File: src/rtl/sort_pkg.sv
// Shared types and constants for the stream rank sorter.
package sort_pkg;

  typedef enum logic [1:0] {
    LOAD = 2'd0,
    RANK = 2'd1,
    EMIT = 2'd2
  } sort_state_t;

  localparam logic ORDER_ASC  = 1'b0;
  localparam logic ORDER_DESC = 1'b1;

endpackage

File: src/rtl/rank_unit.sv
// Combinational rank of one buffered element against the valid part of the frame.
module rank_unit
  import sort_pkg::*;
#(
  parameter  int unsigned N     = 8,
  parameter  int unsigned WIDTH = 8,
  localparam int unsigned IDX_W = $clog2(N)
) (
  input  logic [N-1:0][WIDTH-1:0] i_buf,
  input  logic [IDX_W-1:0]        i_sel,
  input  logic [IDX_W-1:0]        i_last,
  input  logic                    i_desc,
  output logic [IDX_W-1:0]        o_rank
);

  logic [WIDTH-1:0] w_key;
  logic             w_before;

  // Ties count only against earlier arrivals, which makes the resulting order stable.
  always_comb begin
    w_key    = i_buf[i_sel];
    w_before = 1'b0;
    o_rank   = '0;
    for (int j = 0; j < N; j++) begin
      if (IDX_W'(j) <= i_last) begin
        w_before = (i_desc == ORDER_DESC) ? (i_buf[j] > w_key) : (i_buf[j] < w_key);
        if (w_before || ((i_buf[j] == w_key) && (IDX_W'(j) < i_sel))) begin
          o_rank = o_rank + IDX_W'(1);
        end
      end
    end
  end

endmodule

File: src/rtl/stream_rank_sort.sv
// Frame-based stable sorter: load a frame, rank one element per cycle, then stream it out.
module stream_rank_sort
  import sort_pkg::*;
#(
  parameter  int unsigned N     = 8,
  parameter  int unsigned WIDTH = 8,
  localparam int unsigned IDX_W = $clog2(N)
) (
  input  logic             clk,
  input  logic             rst,
  input  logic             in_valid,
  output logic             in_ready,
  input  logic [WIDTH-1:0] in_data,
  input  logic             in_last,
  input  logic             descend,
  output logic             out_valid,
  input  logic             out_ready,
  output logic [WIDTH-1:0] out_data,
  output logic [IDX_W-1:0] out_idx,
  output logic             out_last,
  output logic             busy
);

  sort_state_t             r_state, w_state_d;
  logic [IDX_W-1:0]        r_cnt;
  logic [IDX_W-1:0]        r_last;  // frame length minus one
  logic [IDX_W-1:0]        r_i;
  logic [IDX_W-1:0]        r_k;
  logic                    r_desc;
  logic [N-1:0][WIDTH-1:0] r_buf;
  logic [N-1:0][IDX_W-1:0] r_slot;

  logic                    w_in_fire;
  logic                    w_out_fire;
  logic                    w_frame_end;
  logic [IDX_W-1:0]        w_rank;

  always_comb begin
    w_state_d   = r_state;
    in_ready    = 1'b0;
    out_valid   = 1'b0;
    out_last    = 1'b0;
    out_data    = '0;
    out_idx     = '0;
    busy        = 1'b0;
    w_in_fire   = 1'b0;
    w_out_fire  = 1'b0;
    w_frame_end = 1'b0;
    unique case (r_state)
      LOAD: begin
        in_ready    = 1'b1;
        w_in_fire   = in_valid;
        w_frame_end = in_valid && (in_last || (r_cnt == IDX_W'(N - 1)));
        if (w_frame_end) w_state_d = RANK;
      end
      RANK: begin
        busy = 1'b1;
        if (r_i == r_last) w_state_d = EMIT;
      end
      EMIT: begin
        busy       = 1'b1;
        out_valid  = 1'b1;
        out_idx    = r_slot[r_k];
        out_data   = r_buf[out_idx];
        out_last   = (r_k == r_last);
        w_out_fire = out_ready;
        if (out_ready && out_last) w_state_d = LOAD;
      end
      default: w_state_d = LOAD;
    endcase
  end

  always_ff @(posedge clk or posedge rst) begin
    if (rst) begin
      r_state <= LOAD;
      r_cnt   <= '0;
      r_last  <= '0;
      r_i     <= '0;
      r_k     <= '0;
      r_desc  <= ORDER_ASC;
    end else begin
      r_state <= w_state_d;
      if (w_in_fire) begin
        r_cnt <= w_frame_end ? '0 : r_cnt + IDX_W'(1);
        // Order is latched on the first beat so later descend changes cannot affect the frame.
        if (r_cnt == '0) r_desc <= descend;
        if (w_frame_end) r_last <= r_cnt;
      end
      if (r_state == RANK) r_i <= (r_i == r_last) ? '0 : r_i + IDX_W'(1);
      if (w_out_fire) r_k <= out_last ? '0 : r_k + IDX_W'(1);
    end
  end

  always_ff @(posedge clk) begin
    if (w_in_fire) r_buf[r_cnt] <= in_data;
    if (r_state == RANK) r_slot[w_rank] <= r_i;
  end

  rank_unit #(
    .N     (N),
    .WIDTH (WIDTH)
  ) u_rank (
    .i_buf  (r_buf),
    .i_sel  (r_i),
    .i_last (r_last),
    .i_desc (r_desc),
    .o_rank (w_rank)
  );

endmodule

File: config.mk
export PLATFORM = sky130hd
export DESIGN_NAME = stream_rank_sort
export DESIGN_NICKNAME = d
export VERILOG_FILES = /design/src/rtl/sort_pkg.sv /design/src/rtl/rank_unit.sv /design/src/rtl/stream_rank_sort.sv
export SDC_FILE = /design/constraint.sdc
export NUM_CORES = 1
export LEC_CHECK = 0
export CORE_ASPECT_RATIO = 1.1
export CORE_MARGIN = 4
export CORE_UTILIZATION = 36
export DETAILED_ROUTE_END_ITERATION = 12
export GPL_TIMING_DRIVEN = 0
export PLACE_DENSITY = 0.54
export RECOVER_POWER = 100
export SYNTH_ARGS = -nofsm -noshare
export SYNTH_HDL_FRONTEND = slang
export SYNTH_SLANG_ARGS = --single-unit
File: constraint.sdc
create_clock -name clk -period 18.3 [get_ports clk]
set_clock_uncertainty 0.15 [all_clocks]
set_input_delay 1.83 -clock clk [delete_from_list [all_inputs] [get_ports clk]]
set_output_delay 1.83 -clock clk [all_outputs]
set_load 0.01 [all_outputs]
==> out/summary.rpt <==
=================================================================================
Largest cells by area after synthesis                                sky130_fd_sc_hd__edfxtp_1, sky130_fd_sc_hd__ha_1, sky130_fd_sc_hd__mux4_2
Drt pass-1 iters                                                                4
Placed inst area                                                         7640 µm²
Inserted Clock Buffers                                                          9
Starting Density                                                            0.365
Final tally of hold violations                                                  0
Horizontal die dimension                                                   140 µm
Post-CTS Resized                                                                0
Number of nets with antenna violations after routing                            0
Setup violation total in the final timing report                                0
Total cell area reported by yosys after synthesis                        6940 µm²
Flops & latches, synth                                                        103
Critical path startpoint                                                   r_i[0]
Buffer count from post-CTS setup fixing                                         0
Max Clk Rate                                                             86.7 MHz
Wirelength, routed                                                        18.1 mm
Normalized max-slew margin                                                 -0.147
Top library cells by usage in the layout, fill and taps aside        sky130_fd_sc_hd__edfxtp_1, sky130_fd_sc_hd__ha_1, sky130_fd_sc_hd__mux4_2, sky130_fd_sc_hd__nand2_1, sky130_fd_sc_hd__a21oi_1
Routed wire per std cell                                                  21.6 µm
Crit path top cell by count                                          sky130_fd_sc_hd__ha_1
Worst Reg2Reg Path Length in Cells                                             33
Fraction of final layout cells with drive strength greater than 1           0.135
Number of distinct library cells after synthesis                               66
Async S/R FF share, synth                                                   0.146
Core utilization of the finished layout                                     0.412
Hold Path Class                                                      flop to flop
Time the worst path needs with I/O delays and setup                     11,530 ps
YS warnings                                                                     0
Max VDD drop                                                              96.5 µV
Vias in the first global route                                              4,870
DR iter-0 viols                                                               306
Syn Area/Cell                                                            12.8 µm²
Core outline area                                                      19,000 µm²
FF-to-FF End                                                           r_slot[18]
Unrepaired setup endpoints after global routing                                no
Source of the worst hold timing path                                   r_state[0]
Number of buffer cells added on primary ports                                  28
Count of flip-flops with a built-in enable after synthesis                     88
Tcrit/Tclk final                                                            0.630
Most common library cell in the layout ignoring fill and taps        sky130_fd_sc_hd__edfxtp_1
Share of Yosys cell area claimed by the top area cell type                  0.381
Total leakage power                                                       2.96 nW
Worst r2r src                                                              r_i[0]
Total number of placement rows                                                 53
Htree depth                                                                     3
Global-route wire length before repair                                    28.1 mm
Largest area contributor in the netlist                              sky130_fd_sc_hd__edfxtp_1
Area of all placed cells without fillers                                 7840 µm²
End point of the critical path                                         r_slot[18]
Post-Synthesis Net Count                                                      635
Data required, critical path                                            18,120 ps
Total cells reported by yosys after synthesis                                 542
Final-layout worst hold slack                                              387 ps
CTS tree                                                                      yes
Run status                                                           finished, violations left
Startpoint-to-endpoint class of the critical path                    flop to flop
Fin Setup TNS                                                                0 ps
Register clock-pin slew on the reported worst setup and hold paths          80 ps
Max-slew violations                                                             9
Clock sinks                                                                   103
Violated checks                                                      max-capacitance violations, max-slew violations
Worst Path Max Fanout                                                          14
Initial antenna violation count                                                 0
Die area                                                               21,600 µm²
Register-to-register path setup slack                                     6770 ps
Register share after synthesis                                              0.435
# Max-Cap Violations                                                            1
Cells after synthesis                                                         542
Root Buffer Master                                                   sky130_fd_sc_hd__clkbuf_16
Crit-path leading delay family                                       AND-OR/OR-AND gates
Hold-fix buffers at CTS                                                         0
IO Pins                                                                        29
Number of nets at the end of the flow                                         681
Ant. Diodes                                                                     0
Gpl congestion                                                              0.914
Total global-route track usage                                              0.171
Capture endpoint of the worst hold path                                r_state[0]
P per Cell Area                                                        181 nW/µm²
CP max stage delay                                                        1130 ps
Setup crit end kind                                                          flop
Grt total ovfl                                                                  0
Critical path launch point type                                              flop
Number of buffers and inverters on the critical path                            3
Maximum number of pins on one net before global-route repair                   20
Post-DP HPWL                                                              14.1 mm
Cell depth of the worst min-delay path                                          1
Primary flip-flop cell chosen by synthesis mapping                   sky130_fd_sc_hd__edfxtp_1
Data arrival at the endpoint of the critical path                       11,350 ps
Worst-margin pin slew                                                     1670 ps
Insertion delay of the later-clocked pin in the worst-skew pair            360 ps
Worst path depth                                                               33
Detailed-route via count                                                    4,811
Floorplan die height                                                       154 µm
Residual DRC                                                                    0
Slowest cell on crit path                                            sky130_fd_sc_hd__a2111oi_0
Routed vias/inst                                                             5.73
Clock Tree Buf Depth                                                            2
Mapped cell area                                                         6940 µm²
Area overhead of the layout relative to synthesis                           13.0%
=================================================================================
## cells by family after synthesis
group	after synthesis	share of synthesized area
adder cells (fa/ha/maj)	79	0.142
multiplexers	60	0.158
buffers and inverters	40	0.0234
XOR/XNOR	14	0.0218
flip-flops	103	0.435
AND-OR/OR-AND	124	0.128
AND/OR/NAND/NOR	122	0.0914
## cell usage after synthesis (3+ instances only)
master                      number
sky130_fd_sc_hd__xor2_1          9
sky130_fd_sc_hd__nand4_1        18
sky130_fd_sc_hd__mux4_2         38
sky130_fd_sc_hd__dfrtp_1        15
sky130_fd_sc_hd__o21bai_1        3
sky130_fd_sc_hd__clkbuf_1        8
sky130_fd_sc_hd__a21o_1         14
sky130_fd_sc_hd__a21oi_1        24
sky130_fd_sc_hd__buf_1           4
sky130_fd_sc_hd__edfxtp_1       88
sky130_fd_sc_hd__xnor2_1         3
sky130_fd_sc_hd__o21ai_1         5
sky130_fd_sc_hd__nand3_1         9
sky130_fd_sc_hd__nor4_1          3
sky130_fd_sc_hd__o21ai_0        18
sky130_fd_sc_hd__nor3_1         12
sky130_fd_sc_hd__mux2i_1        13
sky130_fd_sc_hd__buf_2           7
sky130_fd_sc_hd__or3_1           3
sky130_fd_sc_hd__o211ai_1        8
sky130_fd_sc_hd__nor2b_1        11
sky130_fd_sc_hd__mux2_2          6
sky130_fd_sc_hd__ha_1           79
sky130_fd_sc_hd__a31oi_2         3
sky130_fd_sc_hd__nand2_1        35
sky130_fd_sc_hd__and3_1          3
sky130_fd_sc_hd__o21a_1          7
sky130_fd_sc_hd__nor2_1         15
sky130_fd_sc_hd__a22o_1         10
sky130_fd_sc_hd__a2111oi_1       4
sky130_fd_sc_hd__a211oi_1        5
sky130_fd_sc_hd__and2_1          3
sky130_fd_sc_hd__inv_1          19
## per-layer routing
layer | up-vias | GRT usage | part of all wire
li1 | 2267 | - | -
met1 | 2427 | 0.219 | 0.43
met2 | 93 | 0.299 | 0.52
met3 | 24 | 0.0292 | 0.034
met4 | 0 | 0.0489 | 0.016
met5 | - | 0 | 0
## final cells by class
type	instances	area, µm²
Tap cell	247	309
Buffer	20	81.3
Clock buffer	10	239
Clock inverter	6	62.6
Fill cell	1766	11200
Inverter	20	75.1
Multi-Input combinational cell	399	3740
Timing Repair Buffer	35	314
Sequential cell	103	3020
## registers in the layout, indices dropped and copies added (netlist names)
| register | flops |
|---|---|
| r_k | 3 |
| r_state | 2 |
| r_i | 3 |
| r_desc | 1 |
| r_buf | 64 |
| r_last | 3 |
| r_cnt | 3 |
| r_slot | 24 |
## through the flow
stage | setup slack [ps] | std cells | power (mW)
finish | 6770 | 840 | 1.42
detailed placement | 7300 | 824 | 1.26
global route | 5900 | 840 | 1.55
floorplan | 9350 | 542 | 1.00
global placement | 7430 | 817 | 1.23
CTS | 7250 | 840 | 1.46
## power breakdown
part           switching (mW)  leakage, nW  internal (mW)
combinational           0.507         1.82          0.391
sequential             0.0280        0.994          0.303
clock                  0.0943        0.149         0.0999
total                   0.629         2.96          0.794
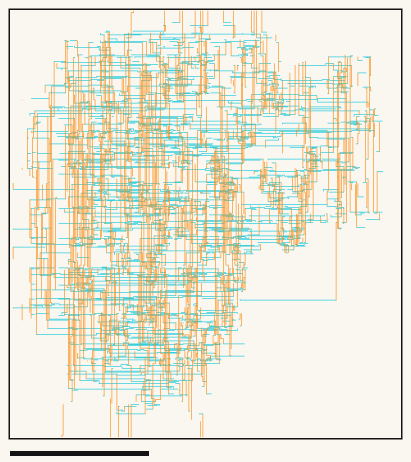
*Signal wires by layer*
Scale bar: 50 µm. Two of the layers only.
Key: metal 2 = orange [wire length 9,360 µm]; metal 1 = cyan [wire length 7,850 µm]

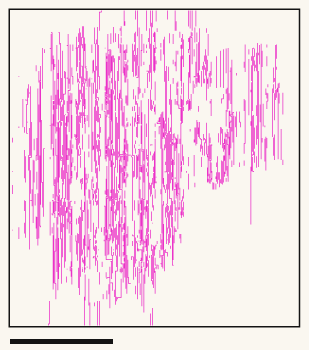
*The metal 2 layer*
Scale bar: 50 µm.
The layer holds 52% of the routed length. The layer carries 9,360 µm of wire. The longest straight run is 64.9 µm. The wires run mostly vertical. 592 nets have wire on it.

Power figures rest on the tool's default switching activity, not on a simulated workload.
